### Routed metal per tile, run 1

27 x 34 tiles, from dark blue (low) to red (high), scaled to the fullest tile. Values are wire area over tile area, all layers added.
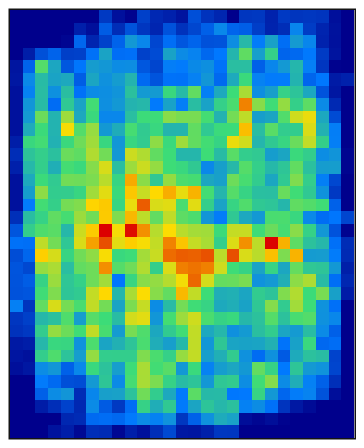
### Cells by drive strength, run 1

Bar = 50 um.
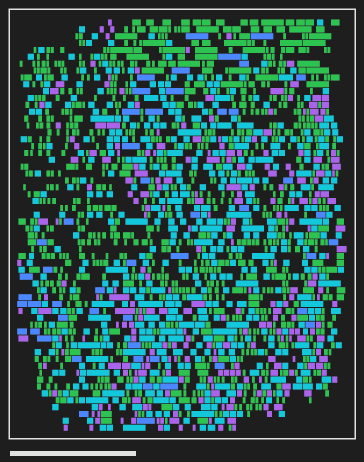
### Register map, names as in the netlist, run 1

Bar = 50 um. Other sequential cells in the stronger gray, the rest of the logic in the fainter gray.
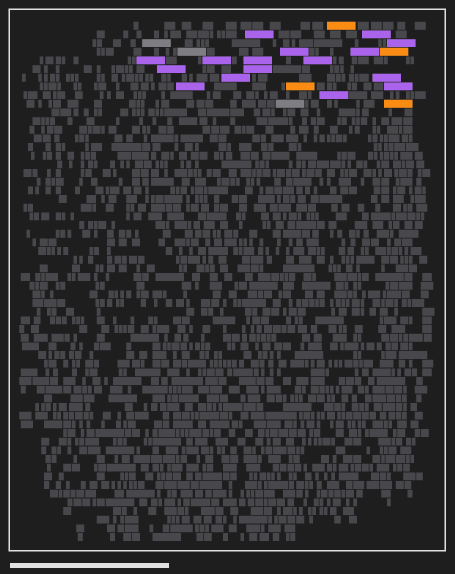
File: config.mk
export PLATFORM = sky130hd
export DESIGN_NAME = alu_seq
export DESIGN_NICKNAME = d
export VERILOG_FILES = /design/src/rtl/alu_seq.sv
export SDC_FILE = /design/constraint.sdc
export NUM_CORES = 1
export LEC_CHECK = 0
export ABC_AREA = 1
export CORE_ASPECT_RATIO = 1.25
export CORE_MARGIN = 2
export CORE_UTILIZATION = 32
export CTS_CLUSTER_DIAMETER = 80
export DETAILED_ROUTE_END_ITERATION = 8
export PLACE_DENSITY_LB_ADDON = 0.15
export SLEW_MARGIN = 20
export SYNTH_ARGS = -nofsm -noshare
export SYNTH_HDL_FRONTEND = slang
export SYNTH_SLANG_ARGS = --single-unit
File: constraint.sdc
create_clock -name clk -period 1.8 [get_ports clk]
set_input_delay 0.36 -clock clk [delete_from_list [all_inputs] [get_ports clk]]
set_output_delay 0.36 -clock clk [all_outputs]
set_load 0.01 [all_outputs]
File: src/rtl/alu_seq.sv
// alu_seq: handshaked sequential ALU between decode and writeback.
// Build option: define ALU_MUL_EN to include the iterative multiplier.
//
// Ports:
//   clk, rst_n        clock, async active-low reset
//   in_valid/in_ready operation handshake (op, A, B)
//   out_valid/out_ready result handshake (alu_out, flags, err)
//   flags             [3] overflow [2] sign [1] zero [0] carry
//   err               illegal opcode, qualified by out_valid
module alu_seq #(
  parameter int WIDTH = 16,
  parameter int SHW   = $clog2(WIDTH)
) (
  input  logic             clk,
  input  logic             rst_n,
  input  logic             in_valid,
  output logic             in_ready,
  input  logic [3:0]       op,
  input  logic [WIDTH-1:0] A,
  input  logic [WIDTH-1:0] B,
  output logic             out_valid,
  input  logic             out_ready,
  output logic [WIDTH-1:0] alu_out,
  output logic [3:0]       flags,
  output logic             err
);

  localparam int M = WIDTH - 1;

  localparam logic [3:0] OP_ADD = 4'h0;
  localparam logic [3:0] OP_SUB = 4'h1;
  localparam logic [3:0] OP_CMP = 4'h2;
  localparam logic [3:0] OP_INC = 4'h3;
  localparam logic [3:0] OP_AND = 4'h4;
  localparam logic [3:0] OP_OR  = 4'h5;
  localparam logic [3:0] OP_NTA = 4'h6;
  localparam logic [3:0] OP_NTB = 4'h7;
  localparam logic [3:0] OP_XOR = 4'h8;
  localparam logic [3:0] OP_ADC = 4'h9;
  localparam logic [3:0] OP_SBB = 4'hA;
  localparam logic [3:0] OP_SHL = 4'hC;
  localparam logic [3:0] OP_SHR = 4'hD;
`ifdef ALU_MUL_EN
  localparam logic [3:0] OP_MUL = 4'hB;
`endif

  logic             carry_q;
  logic             accept;

  logic [WIDTH:0]   ax;
  logic [WIDTH:0]   bx;
  logic [WIDTH:0]   cx;
  logic [WIDTH:0]   s_add;
  logic [WIDTH:0]   s_sub;
  logic [WIDTH:0]   s_inc;
  logic [WIDTH:0]   s_adc;
  logic [WIDTH:0]   s_sbb;
  logic [WIDTH:0]   shl_x;
  logic [WIDTH:0]   shr_x;
  logic [SHW-1:0]   shamt;

  logic [WIDTH-1:0] c_res;
  logic [WIDTH-1:0] c_val;
  logic [3:0]       c_flags;
  logic             c_c;
  logic             c_v;
  logic             c_err;
  logic             c_mul;

  assign ax    = {1'b0, A};
  assign bx    = {1'b0, B};
  assign cx    = {{WIDTH{1'b0}}, carry_q};
  assign s_add = ax + bx;
  assign s_sub = ax - bx;
  assign s_inc = ax + {{WIDTH{1'b0}}, 1'b1};
  assign s_adc = ax + bx + cx;
  assign s_sbb = ax - bx - cx;
  assign shamt = B[SHW-1:0];
  // Extra bit on the outgoing side catches
  // the last bit shifted out; zero shift
  // leaves it at 0.
  assign shl_x = {1'b0, A} << shamt;
  assign shr_x = {A, 1'b0} >> shamt;

  always_comb begin
    c_res = '0;
    c_val = '0;
    c_c   = 1'b0;
    c_v   = 1'b0;
    c_err = 1'b0;
    c_mul = 1'b0;
    unique case (1'b1)
      (op == OP_ADD): begin
        c_val = s_add[M:0];
        c_res = c_val;
        c_c   = s_add[WIDTH];
        c_v   = (A[M] == B[M]) &&
                (c_val[M] != A[M]);
      end
      (op == OP_SUB): begin
        c_val = s_sub[M:0];
        c_res = c_val;
        c_c   = s_sub[WIDTH];
        c_v   = (A[M] != B[M]) &&
                (c_val[M] != A[M]);
      end
      (op == OP_CMP): begin
        // flags from the difference,
        // output forced to zero
        c_val = s_sub[M:0];
        c_c   = s_sub[WIDTH];
        c_v   = (A[M] != B[M]) &&
                (c_val[M] != A[M]);
      end
      (op == OP_INC): begin
        c_val = s_inc[M:0];
        c_res = c_val;
        c_c   = s_inc[WIDTH];
        c_v   = !A[M] && c_val[M];
      end
      (op == OP_AND): begin
        c_val = A & B;
        c_res = c_val;
      end
      (op == OP_OR): begin
        c_val = A | B;
        c_res = c_val;
      end
      (op == OP_NTA): begin
        c_val = ~A;
        c_res = c_val;
      end
      (op == OP_NTB): begin
        c_val = ~B;
        c_res = c_val;
      end
      (op == OP_XOR): begin
        c_val = A ^ B;
        c_res = c_val;
      end
      (op == OP_ADC): begin
        c_val = s_adc[M:0];
        c_res = c_val;
        c_c   = s_adc[WIDTH];
        c_v   = (A[M] == B[M]) &&
                (c_val[M] != A[M]);
      end
      (op == OP_SBB): begin
        c_val = s_sbb[M:0];
        c_res = c_val;
        c_c   = s_sbb[WIDTH];
        c_v   = (A[M] != B[M]) &&
                (c_val[M] != A[M]);
      end
      (op == OP_SHL): begin
        c_val = shl_x[M:0];
        c_res = c_val;
        c_c   = shl_x[WIDTH];
      end
      (op == OP_SHR): begin
        c_val = shr_x[WIDTH:1];
        c_res = c_val;
        c_c   = shr_x[0];
      end
`ifdef ALU_MUL_EN
      (op == OP_MUL): begin
        c_mul = 1'b1;
      end
`endif
      default: begin
        c_err = 1'b1;
      end
    endcase
    if (c_err)
      c_flags = 4'b0000;
    else
      c_flags = {c_v, c_val[M],
                 (c_val == '0), c_c};
  end

  assign accept = in_valid && in_ready;

`ifdef ALU_MUL_EN
  localparam int CW = $clog2(WIDTH);

  typedef enum logic {
    IDLE,
    MUL_BUSY
  } state_t;

  state_t             state;
  logic [2*WIDTH-1:0] mcand;
  logic [2*WIDTH-1:0] prod;
  logic [2*WIDTH-1:0] prod_nx;
  logic [WIDTH-1:0]   mplier;
  logic [CW-1:0]      cnt;
  logic               mul_last;
  logic               mul_done;
  logic [WIDTH-1:0]   m_res;
  logic [3:0]         m_flags;

  assign prod_nx  = prod +
                    (mplier[0] ? mcand : '0);
  assign mul_last = (cnt == CW'(WIDTH - 1));
  assign mul_done = (state == MUL_BUSY) &&
                    mul_last;
  assign m_res    = prod_nx[M:0];
  assign m_flags  = {1'b0, m_res[M],
                     (m_res == '0),
                     |prod_nx[2*WIDTH-1:WIDTH]};
  assign in_ready = (state == IDLE) &&
                    (!out_valid || out_ready);
`else
  assign in_ready = !out_valid || out_ready;
`endif

  always_ff @(posedge clk or negedge rst_n) begin
    if (!rst_n) begin
      out_valid <= 1'b0;
      alu_out   <= '0;
      flags     <= 4'b0000;
      err       <= 1'b0;
      carry_q   <= 1'b0;
`ifdef ALU_MUL_EN
      state     <= IDLE;
      mcand     <= '0;
      prod      <= '0;
      mplier    <= '0;
      cnt       <= '0;
`endif
    end else begin
      if (accept && !c_mul) begin
        out_valid <= 1'b1;
        alu_out   <= c_res;
        flags     <= c_flags;
        err       <= c_err;
        if (!c_err)
          carry_q <= c_flags[0];
      end
`ifdef ALU_MUL_EN
      else if (mul_done) begin
        out_valid <= 1'b1;
        alu_out   <= m_res;
        flags     <= m_flags;
        err       <= 1'b0;
        carry_q   <= m_flags[0];
      end
`endif
      else if (out_valid && out_ready) begin
        out_valid <= 1'b0;
        alu_out   <= '0;
        flags     <= 4'b0000;
        err       <= 1'b0;
      end
`ifdef ALU_MUL_EN
      unique case (state)
        IDLE: begin
          if (accept && c_mul) begin
            mcand  <= {{WIDTH{1'b0}}, A};
            mplier <= B;
            prod   <= '0;
            cnt    <= '0;
            state  <= MUL_BUSY;
          end
        end
        MUL_BUSY: begin
          prod   <= prod_nx;
          mcand  <= mcand << 1;
          mplier <= mplier >> 1;
          cnt    <= cnt + CW'(1);
          if (mul_last)
            state <= IDLE;
        end
        default: state <= IDLE;
      endcase
`endif
    end
  end

endmodule

==> notes.md, run 1 <==
Observations from the implementation run.

Floorplan:
- The run gives the effective utilization at floorplan as 32.5%.
- The run puts the die height at 170 um.
- In this run the count of I/O pins placed on the die edge is 63.
- The run puts the horizontal extent of the die at 136 um.
- Across the placement rows, the number of tap cells is 279.
- In this run the full chip footprint comes out at 23100 um^2.
- The run puts the standard-cell row count at 60.

Setup path:
- The run gives the startpoint of the most critical setup path as A[0].
- The run gives the path type of the worst setup path as input port to register.
- The run gives the data arrival time of the critical path as 2.79 ns.
- STA classifies the critical path endpoint as a register.
- STA classifies the critical path startpoint as an input port.
- The run puts the critical path data required time at 1.94 ns.
- The run gives the worst-path cell with the longest stage delay as sky130_fd_sc_hd__fa_2.
- Among cell families on the critical path, the largest total delay comes from adder cells.
- The run puts the number of buffer and inverter stages on the critical path at 5.
- The run puts the number of cell instances on the worst register-to-register path at 14.
- The capture point of the worst register-to-register path is recorded as alu_out[8].
- For the worst reg-to-reg path, the startpoint reported by OpenROAD is carry_q.

Layout:
- The run gives the flop count as 23.
- The run puts the final-layout non-clock buffer area share at 31.0%.
- The most common logic cells in the final layout are sky130_fd_sc_hd__buf_4, sky130_fd_sc_hd__nand2_1, sky130_fd_sc_hd__inv_1, sky130_fd_sc_hd__nand3_1, sky130_fd_sc_hd__nor2_1.
- The run gives the clock distribution area overhead in the final layout as 0.632%.
- In the layout the tool counted multi-input logic cells amounting to 1076.
- The run gives the leading cell category by total area as combinational gates.
- Counting the clock-network buffers in the layout gives 3.
- The run gives the logic area as 7030 um^2.
- The run gives the number of fill cells in the layout as 2170.
- The run puts the share of layout cells above drive strength 1 at 45.1%.
- The run puts the final non-filler cell total at 2045.
- The repair_antennas step left the layout with diodes totalling 0.

STA:
- The run gives the worst clock skew as 0.00435 ns.
- The final timing report derives a shortest allowable period of 2.66 ns.
- At the pin with the least slew margin, the transition time is 0.611 ns.
- The run puts the number of pins exceeding their max-slew limit in the final report at 0.
- For this run, the top clock speed supported by timing is 376 MHz.
- Setup repair after global routing could not meet its margin everywhere.
- The worst path uses 148% of the clock period.
- The run puts the final worst slack at -0.857 ns.
- Per the finish-stage timing summary, setup violations number 21.
- The run gives the worst-case headroom to the max-slew limit as 59.1%.
- The run puts the final-report hold violation count at 0.

Synth:
- The post-synth register bit count is 23.
- The run puts the total cell area reported by yosys after synthesis at 7010 um^2.
- The synthesized netlist was found by Yosys to have 1324 cells.
- After synthesis, the share of flip-flops with an asynchronous set or reset is 100%.
- The synthesized netlist handed to floorplanning was reported with a cell count of 1324.
- Counting flops with a built-in enable in the synthesized netlist gives 0.
- Ranked by total cell area, the synthesized netlist is headed by sky130_fd_sc_hd__nand2_1, sky130_fd_sc_hd__ha_1, sky130_fd_sc_hd__nand3_1.
- The netlist uses 48 different library cells.
- The synthesized netlist occupies a cell area of 7010 um^2.
- The run puts the total number of yosys warnings at 0.
- The run puts the mean cell area of the mapped netlist at 5.30 um^2.
- The synthesized design spends more area on one cell type than any other, namely sky130_fd_sc_hd__nand2_1.

Power:
- The script extracted a total leakage power of 6.42 nW.
- The run gives the share of total power in combinational logic as 79.0%.
- VDD sags by at most 0.410 mV.
- The internal portion of the total power is 2.76 mW.
- The run gives the switching power as 2.58 mW.
- The run gives the proportion of total power due to net switching as 48.3%.
- The run puts the relative contribution of the clock network to total power at 9.1%.
- Looking at the power breakdown, sequential logic takes 11.9% of the total.
- In this run the power density over the cells is 421 nW/um^2.

Placed design:
- The run puts the number of cells in the design after placement at 1984.
- The run puts the weighted congestion at the end of routability-driven global placement at 1.06.
- The run gives the count of port buffers added during placement as 62.

Clock network:
- TritonCTS built the clock tree.
- Clock tree synthesis selected as its root buffer the cell sky130_fd_sc_hd__clkbuf_16.
- The run puts the buffer levels on the longest clock path at 2.
- The run puts the clock latency on the worst-skew pair at 0.26 ns.
- The run puts the number of levels the H-tree was split into at 1.
- After clock tree synthesis, the setup repair step added 44 buffers.

Drt:
- For this block, the initial DRC count from the detailed router was 629.
- The run puts the via count normalized by instance count at 5.16.
- The run gives the number of optimization iterations in the first detailed-route pass as 5.

GRT:
- Entering global routing, the biggest net connects 35 pins.
- The run puts the initial antenna violation count at 0.
- The run puts the via count of the first global-routing pass at 10.5k.
- The first global-routing pass estimated 59.2 mm of wire.

Job:
- The run gives the count of warning messages emitted by the tools as 66.

Run status:
- The final reports fail on setup timing.
- The run finished, with violations left.

Min path:
- Note that the worst hold path type here is input port to async pin.
Back to the opening pictures, 'Routed metal per tile':
- tiles over half the peak: 29%
- densest ninth of the die: center
- fullest tile: 0.77
- nearly empty tiles: 8.6%
- mean over tiles: 0.29
final routed wirelength across all metal layers: 39.8 mm
total number of vias: 10.6k
DR WL/cell: 19.4 um
overall track demand over capacity in global routing: 34.1%

Back to the opening pictures, 'Cells by drive strength':
- green: x1 and smaller (cells 970; most used nand2_1)
- blue: x6 and larger (cells 49; most used buf_6)
- cyan: x3 and x4 (cells 489; most used buf_4)
- purple: x2 (cells 258; most used nand2_2)
post-route setup slack: -0.857 ns
Area growth syn-to-layout: 80.8%
cell area after layout: 12700 um^2
Non-clk bufs: 480

Back to the opening pictures, 'Register map, names as in the netlist':
- orange: flags (placed flops 4; where upper right)
- purple: alu_out (placed flops 16)
- not colored: 3
Sequential Power: 635 uW
sequential fraction of total cell area: 4.54%
sequential standard cell area: 576 um^2
utilization after layout: 58.8%

[run 1: per-layer routing]
metal	wire length (um)	global-route usage, %	vias up
met5	0	0	-
met4	3230	21.2	0
met3	1930	3.38	126
met2	18800	58.3	347
met1	15800	40.5	4900
li1	-	-	5189
[run 1: power groups by stage]
stage               combinational (mW)  sequential, mW  clock (mW)
floorplan                         1.52           0.668           0
global placement                  3.30           0.645           0
detailed placement                3.31           0.642           0
CTS                               3.94           0.635       0.488
global route                      4.49           0.642       0.518
finish                            4.22           0.635       0.484
[run 1: cell families after synthesis]
group / Yosys count / share of synthesized area (%)
simple gates: 817 / 49.8
fa+ha+maj: 61 / 11.1
buf+inv: 225 / 13.1
flops: 23 / 8.21
mux: 4 / 0.571
compound gates: 186 / 16.0
xor+xnor: 8 / 1.21
[run 1: how the worst max path moves through the flow]
stage,endpoint,slack [ns],cells past startpoint
floorplan,flags[3],-0.72,26
global placement,alu_out[9],-1.73,18
detailed placement,flags[1],-1.77,22
CTS,flags[1],-0.88,18
global route,flags[1],-0.97,25
finish,alu_out[8],-0.86,17
[run 1: metrics by stage]
stage | worst slack (ns) | power [mW]
final | -0.857 | 5.33
after detailed placement | -1.77 | 3.95
after floorplan | -0.722 | 2.19
after CTS | -0.881 | 5.07
after global routing | -0.970 | 5.65
after global placement | -1.73 | 3.95
[run 1: sequential cells by signal, summed over array words and instances, names as in the netlist]
name	cells
alu_out	16
out_valid	1
carry_q	1
flags	4
err	1
### Cell outlines without signal wires, run 1

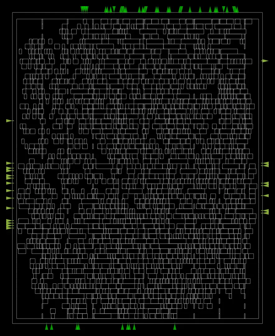

==> run 2, diff against run 1 <==
--- a/config.mk
+++ b/config.mk
@@ -11,6 +11,7 @@
 export CORE_UTILIZATION = 32
 export CTS_CLUSTER_DIAMETER = 80
 export DETAILED_ROUTE_END_ITERATION = 8
+export GPL_TIMING_DRIVEN = 0
 export PLACE_DENSITY_LB_ADDON = 0.15
 export SLEW_MARGIN = 20
 export SYNTH_ARGS = -nofsm -noshare
==> constraint.sdc (replaced) <==
create_clock -name clk -period 2.7 [get_ports clk]
set_input_delay 0.54 -clock clk [delete_from_list [all_inputs] [get_ports clk]]
set_output_delay 0.54 -clock clk [all_outputs]
set_load 0.01 [all_outputs]
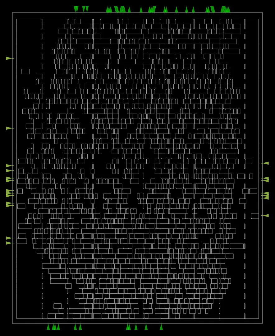
*Cell outlines without signal wires, run 2*
placeable core region: 21500 um^2
number of filler instances in the final layout: 2282
layout sequential cell count: 23
sequential fraction of total cell area: 5.55%

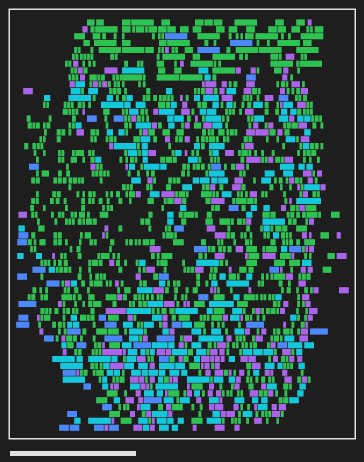
*Cells by drive strength, run 2*
Bar = 50 um.
cell area after layout: 10400 um^2
Non-clk bufs: 184

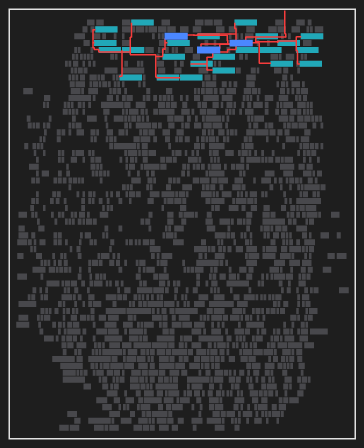
*Clock network drawn from the DEF, run 2*
- red: clock wires (length 290 um)
- cyan: flip-flops (count 23)
- blue: clock-net drivers (count 3)
- routed clock nets: 4

==> notes.md, run 2 <==
Observations from the implementation run.

Synth:
- The run gives the cell type contributing the most total cell area after synthesis as sky130_fd_sc_hd__nand2_1 (unchanged).
- Most area-consuming cells after synthesis: sky130_fd_sc_hd__nand2_1, sky130_fd_sc_hd__ha_1, sky130_fd_sc_hd__nand3_1 (unchanged).
- The run puts the share of synthesized registers carrying an async set or reset at 100% (unchanged).
- The run puts the mean cell area of the mapped netlist at 5.30 um^2 (unchanged).
- The synthesized-area fraction occupied by ao, oa, aoi and oai cells is 16.0% (unchanged).
- The post-synthesis share of cell area spent on and, or, nand and nor gates came to 49.8% (unchanged).
- The count of state elements after synthesis was 23 (unchanged).
- The run puts the tally of unique sky130hd cells used after synthesis at 48 (unchanged).
- The number of enable-type register cells in the synthesized netlist is 0 (unchanged).
- The run gives the cell area after technology mapping as 7010 um^2 (unchanged).
- The number of cell instances after yosys synthesis came to 1324 (unchanged).
- The run puts the multiplexer share of the synthesized area at 0.571% (unchanged).
- The run puts the synthesized-area fraction occupied by adder cells at 11.1% (unchanged).

STA:
- The run puts the number of pins exceeding their max-slew limit in the final report at 0 (unchanged).
- The final-report hold violation count is 0 (unchanged).
- The run puts the fmax at 345 MHz.
- The final worst slack is -0.196 ns (was -0.857 ns).
- Unrepaired setup endpoints after global routing: true (unchanged).
- The run gives the final setup violation count as 10 (was 21).
- The run gives the worst clock skew as 0.00153 ns (was 0.00435 ns).
- In the finished design, the share of the clock period the worst path needs comes to 107%.
- The worst-case headroom to the max-slew limit is 58.6% (was 59.1%).

Run status:
- Violated checks: setup timing (unchanged).
- Status: finished with violations (unchanged).

Setup path:
- The worst-path cell with the longest stage delay was sky130_fd_sc_hd__fa_2 (unchanged).
- The path type of the worst setup path is input port to register (unchanged).
- The run gives the launching element type of the critical path as an input port (unchanged).
- The run gives the sort of element at the end of the critical path as a register (unchanged).
- The run puts the data arrival time of the critical path at 3.04 ns (was 2.79 ns).
- The run puts the critical path data required time at 2.84 ns (was 1.94 ns).
- The run gives the number of buffer and inverter stages on the critical path as 1 (was 5).

Layout:
- Largest registers ranked by flip-flop count: alu_out: 16 flops, flags: 4 flops (unchanged).
- The share of layout cells above drive strength 1 is 33.4% (was 45.1%).
- The run gives the sequential cell area as 576 um^2 (unchanged).
- Dominant logic cell types in the final layout: sky130_fd_sc_hd__nand2_1, sky130_fd_sc_hd__inv_1, sky130_fd_sc_hd__nand3_1, sky130_fd_sc_hd__nor2_1, sky130_fd_sc_hd__buf_4 (was sky130_fd_sc_hd__buf_4, sky130_fd_sc_hd__nand2_1, sky130_fd_sc_hd__inv_1, sky130_fd_sc_hd__nand3_1, sky130_fd_sc_hd__nor2_1).
- The run puts the final non-filler cell total at 1749 (was 2045).
- The top register by number of flip-flops was alu_out (unchanged).

Placed design:
- The run gives the number of cells in the design after placement as 1665 (was 1984).
- The run gives the weighted congestion at the end of routability-driven global placement as 1.04 (was 1.06).
- The run gives the count of port buffers added during placement as 62 (unchanged).
- The run puts the post-placement setup slack at -1.48 ns (was -1.77 ns).

Clock network:
- The run puts the number of levels the H-tree was split into at 1 (unchanged).
- The run gives the clock latency on the worst-skew pair as 0.25 ns (was 0.26 ns).
- The run gives the buffer levels on the longest clock path as 2 (unchanged).
- The CTS tree is done (unchanged).

Power:
- The run puts the power per unit of standard cell area at 304 nW/um^2 (was 421 nW/um^2).
- The run puts the post-route total power at 3.15 mW (was 5.33 mW).
- The run puts the reported leakage power at 4.98 nW (was 6.42 nW).

Floorplan:
- The run puts the die height at 170 um (unchanged).
- The run gives the total die size as 23100 um^2 (unchanged).

Drt:
- The number of optimization iterations in the first detailed-route pass came to 5 (unchanged).
- The run puts the via count normalized by instance count at 5.54 (was 5.16).
- The overall routed net length came to 36.9 mm (was 39.8 mm).
- The run puts the starting DRC count in detailed routing at 764 (was 629).

GRT:
- The run gives the wire length of the first global-routing pass as 53.5 mm (was 59.2 mm).
- The initial antenna violation count was 0 (unchanged).
- The run puts the aggregate global-route resource usage at 30.7% (was 34.1%).
[run 2: layout make-up]
cell class	instances	area share (%)
multi-input combinational	1076	67.6
tap	279	3.37
inverter	183	7.29
clock buffer	3	0.725
timing repair buffer	148	12.8
buffer	36	2.66
clock inverter	1	0.0483
sequential	23	5.55
[run 2: final timing paths]
path,from,cells past startpoint,end
worst max-delay path,A[0],20,carry_q
worst min-delay path,rst_n,1,flags[1]
worst max register to register,carry_q,17,flags[1]
worst min register to register,flags[1],2,flags[1]
max in group asynchronous,rst_n,1,flags[0]
min in group clk,flags[1],2,flags[1]
[run 2: where the power goes]
group / leakage (nW) / switching (mW) / internal [mW]
combinational: 4.64 / 1.51 / 0.896
sequential: 0.303 / 0.0305 / 0.393
clock: 0.0409 / 0.121 / 0.199
[run 2: kinds of logic after synthesis]
family,after synthesis
DFF,23
adders and majority gates,61
and+or+nand+nor,817
xor gates and xnor gates,8
buffers and inverters,225
muxes,4
AOI/OAI and AO/OA,186
[run 2: repair_timing]
item / 4_1_cts / 5_1_grt
gates cloned: 0 / 2
setup endpoints to repair: 21 / 16
endpoints found under the hold margin: 0 / 0
setup buffers: 48 / 36
pin swaps: 98 / 103
resized: 419 / 191
[run 2: metal layers]
layer / global-route usage [%] / vias to the layer above / wire [um]
met5: 0 / - / 0
met4: 18.6 / 0 / 2890
met3: 1.88 / 114 / 2170
met2: 52.1 / 450 / 17700
met1: 37.8 / 4551 / 14100
li1: - / 4581 / -
[run 2: stage by stage]
step	setup TNS [ns]	instance area [um^2]	utilization, %
6_report	-1.15	10400	48.1
3_3_place_gp	-23.81	8060	37.4
5_1_grt	-2.28	10400	48.1
4_1_cts	-0.863	9470	44.0
3_5_place_dp	-24.09	8060	37.4
2_1_floorplan	-0.0202	7090	-
No activity file was given, so power comes from the tool's default toggle rates.
